### Cell outlines without signal wires

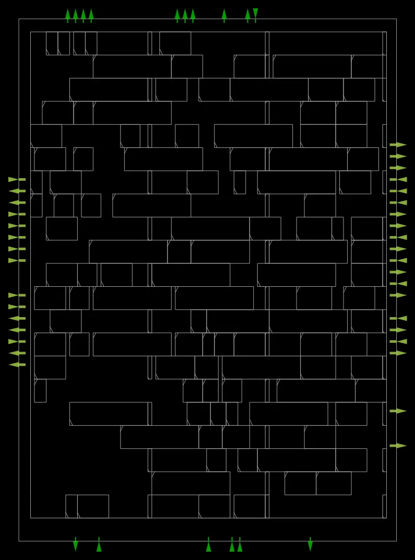
### Clock distribution

Drawn at 4 px/um.
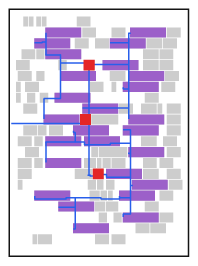
--- config.mk ---
export PLATFORM = sky130hd
export DESIGN_NAME = deser_stack_ctrl
export DESIGN_NICKNAME = d
export VERILOG_FILES = /design/src/rtl/deser_stack_pkg.sv /design/src/rtl/deser_stack_ctrl_sync_bit.sv /design/src/rtl/deser_stack_ctrl.sv
export SDC_FILE = /design/constraint.sdc
export NUM_CORES = 1
export LEC_CHECK = 0
export CORE_ASPECT_RATIO = 1.4
export CORE_UTILIZATION = 40
export DETAILED_ROUTE_END_ITERATION = 6
export PLACE_DENSITY = 0.8
export SYNTH_ARGS = -nofsm -noshare
export SYNTH_HDL_FRONTEND = slang
export SYNTH_SLANG_ARGS = --single-unit
export TNS_END_PERCENT = 1
--- constraint.sdc ---
create_clock -name clk -period 3 [get_ports clk]
set_clock_uncertainty 0.05 [all_clocks]
set_input_delay 0.6 -clock clk [delete_from_list [all_inputs] [get_ports clk]]
set_output_delay 0.6 -clock clk [all_outputs]
set_load 0.02 [all_outputs]
--- src/rtl/deser_stack_pkg.sv ---
// Shared types for the deserializer-to-stack controller: FSM state encoding
// and the default data width.
package deser_stack_pkg;

    localparam int unsigned WIDTH_DEFAULT = 8;

    typedef enum logic [2:0] {
        S_IDLE,
        S_CAPTURE,
        S_PUSH,
        S_ACK_WAIT,
        S_POP,
        S_POP_WAIT
    } state_t;

endpackage

--- src/rtl/deser_stack_ctrl_sync_bit.sv ---
// Multi-flop level synchronizer, reset to 0. Fewer than two stages is
// promoted to two so the output is always at least double-registered.
module sync_bit #(
    parameter int unsigned STAGES = 2
) (
    input  logic clk,
    input  logic reset,
    input  logic d_i,
    output logic q_o
);

    localparam int unsigned N = (STAGES < 2) ? 2 : STAGES;

    logic [N-1:0] sync_q;

    always_ff @(posedge clk or posedge reset) begin
        if (reset) begin
            sync_q <= '0;
        end else begin
            sync_q <= {sync_q[N-2:0], d_i};
        end
    end

    assign q_o = sync_q[N-1];

endmodule

--- src/rtl/deser_stack_ctrl.sv ---
// Deserializer-to-LIFO controller: 4-phase ready/ack push path, pop service,
// single-port arbitration. Optional drop-on-full: DESER_STACK_DROP_ON_FULL_EN.
module deser_stack_ctrl
    import deser_stack_pkg::*;
#(
    parameter int unsigned WIDTH       = WIDTH_DEFAULT,
    parameter int unsigned SYNC_STAGES = 2,
    parameter int unsigned CNT_W       = 8
) (
    input  logic             clk,
    input  logic             reset,
    input  logic [WIDTH-1:0] des_data,
    input  logic             des_ready,
    output logic             des_ack,
    output logic             stk_push,
    output logic             stk_pop,
    output logic [WIDTH-1:0] stk_wdata,
    input  logic [WIDTH-1:0] stk_rdata,
    input  logic             stk_full,
    input  logic             stk_empty,
    input  logic             pop_req,
    output logic [WIDTH-1:0] pop_data,
    output logic             pop_valid,
    output logic             busy,
    output logic [CNT_W-1:0] drop_count
);

    state_t           state_q, state_d;
    logic             rdy_s;
    logic             des_ack_q, stk_push_q, stk_pop_q, pop_valid_q, busy_q;
    logic [WIDTH-1:0] stk_wdata_q, pop_data_q;

    sync_bit #(.STAGES(SYNC_STAGES)) u_sync_ready (
        .clk   (clk),
        .reset (reset),
        .d_i   (des_ready),
        .q_o   (rdy_s)
    );

    always_comb begin
        state_d = state_q;
        case (state_q)
            S_IDLE: begin
                if (pop_req && !stk_empty) begin
                    state_d = S_POP;
                end else if (rdy_s && !stk_full) begin
                    state_d = S_CAPTURE;
`ifdef DESER_STACK_DROP_ON_FULL_EN
                end else if (rdy_s && stk_full) begin
                    state_d = S_ACK_WAIT;
`endif
                end
            end
            S_CAPTURE:  state_d = S_PUSH;
            S_PUSH:     state_d = S_ACK_WAIT;
            S_ACK_WAIT: if (!rdy_s) state_d = S_IDLE;
            S_POP:      state_d = S_POP_WAIT;
            S_POP_WAIT: state_d = S_IDLE;
            default:    state_d = S_IDLE;
        endcase
    end

    // Strobes/levels are decoded from state_d so each output is a flop that is
    // high exactly while the FSM sits in the matching state. stk_wdata_q doubles
    // as the hold register: loaded in CAPTURE, presented during PUSH only.
    always_ff @(posedge clk or posedge reset) begin
        if (reset) begin
            state_q     <= S_IDLE;
            des_ack_q   <= 1'b0;
            stk_push_q  <= 1'b0;
            stk_pop_q   <= 1'b0;
            stk_wdata_q <= '0;
            pop_data_q  <= '0;
            pop_valid_q <= 1'b0;
            busy_q      <= 1'b0;
        end else begin
            state_q     <= state_d;
            des_ack_q   <= (state_d == S_ACK_WAIT);
            stk_push_q  <= (state_d == S_PUSH);
            stk_pop_q   <= (state_d == S_POP);
            busy_q      <= (state_d != S_IDLE);
            pop_valid_q <= (state_q == S_POP_WAIT);
            stk_wdata_q <= (state_q == S_CAPTURE) ? des_data : '0;
            if (state_q == S_POP_WAIT) begin
                pop_data_q <= stk_rdata;
            end
        end
    end

`ifdef DESER_STACK_DROP_ON_FULL_EN
    logic [CNT_W-1:0] drop_cnt_q;

    always_ff @(posedge clk or posedge reset) begin
        if (reset) begin
            drop_cnt_q <= '0;
        end else if (state_q == S_IDLE && state_d == S_ACK_WAIT && drop_cnt_q != '1) begin
            drop_cnt_q <= drop_cnt_q + 1'b1;
        end
    end

    assign drop_count = drop_cnt_q;
`else
    assign drop_count = '0;
`endif

    assign des_ack   = des_ack_q;
    assign stk_push  = stk_push_q;
    assign stk_pop   = stk_pop_q;
    assign stk_wdata = stk_wdata_q;
    assign pop_data  = pop_data_q;
    assign pop_valid = pop_valid_q;
    assign busy      = busy_q;

endmodule

==> run summary <==
flow finished, numbers: status finished, final reports clean, Post-synth ARST share 1.00, Hold WC Path Type register to register, Setup TNS 0 ps, register share after synthesis 0.646, top cells by area dfrtp_1, mux2_2, buf_4, and2_1, nand3b_4, yosys warning tally 0, CP startpoint pop_data[4]$_DFFE_PP0P_, Slew headroom 0.378, Synth mux share 0.0894, top cells by count, synth dfrtp_1, buf_4, and2_1, mux2_2, first-pass GRT wire length 2620 um, ys flops 26, CTS clk-pin slew, worst paths 130 ps, Mapped Avg Cell Area 14.2 um2, total wire length 1650 um, maximum clock path buffer count 2, Reg2Reg Launch Point state_q[1]$_DFF_PP0_, Non-Clock Inverter Count 2, Detailed Route Iter0 Violations 7, placed cells 145, Top cell area share 0.646, logic share of the area 0.212, Yosys cell types 18, crit path buf inv count 1, Well-Tap Cells 34, PD cells 822 mW/mm2, arrival time worst endpoint 1270 ps, yosys simple share 0.160, P_leak 0.670 nW, I/O Buffers 42, clock buffer count 3, Reg2Reg Setup Slack 1750 ps, global route hottest layer met2, P_int 0.000797 W, IO Pins 51, Crit path max-delay family buffers and inverters, vias in the first global route 623, Top class by area sequential cells, non-filler cells, final 148, final core occ 0.607, CTS tree done, Levels on crit path 1, placer congestion estimate 0.697, placed inst area 0.00143 mm2, share of cells above drive strength 1 0.123, registers 26, First-pass DRT Iterations 4, Final Instance Area 0.00145 mm2, Post-synth EDFFs 0, total power 0.00119 W, ao+oa area frac 0.0261, critical-path cell list clkdlybuf4s50_1, leading area contributor after synthesis dfrtp_1, cts bufs inserted 3, met1 wire length 574 um, DRC Markers 0, grt total ovfl 0, worst slew pin tran 933 ps, DP Wirelength 1310 um, multi-input gates 41, Antenna diodes 0, H-tree levels 1, die width 44.4 um, tool warnings 26, R2R cell count 2, combinational share of power 0.437, R2R Path End pop_data[1]$_DFFE_PP0P_, WS Path Type register to primary output, # Post-CTS Setup Buffers 0, switching power 0.000396 W, Power Combinational 0.000522 W, Final WS setup 1080 ps, initial antenna violation count 0, Sw Share 0.332, Setup-failing EPs final 0, pin count of the biggest net entering global routing 27, die height 61.4 um, Top Metal Used met4, DRT antenna net count 0, Startpoint Class register, CTS hold repair buffers 0, Yosys top cell by instances dfrtp_1
About 'Cell outlines without signal wires':
fillers: 200
Seq area share: 0.448

About 'Clock distribution':
Key: blue = clock wires [length 241 um]; purple = flip-flops [count 26]; red = clock-net drivers [count 3]
There are 4 routed clock nets.
Clock power frac: 0.115
Power Clock: 0.000137 W
clock latency on the worst-skew pair: 310 ps

No activity file was given, so power comes from the tool's default toggle rates.
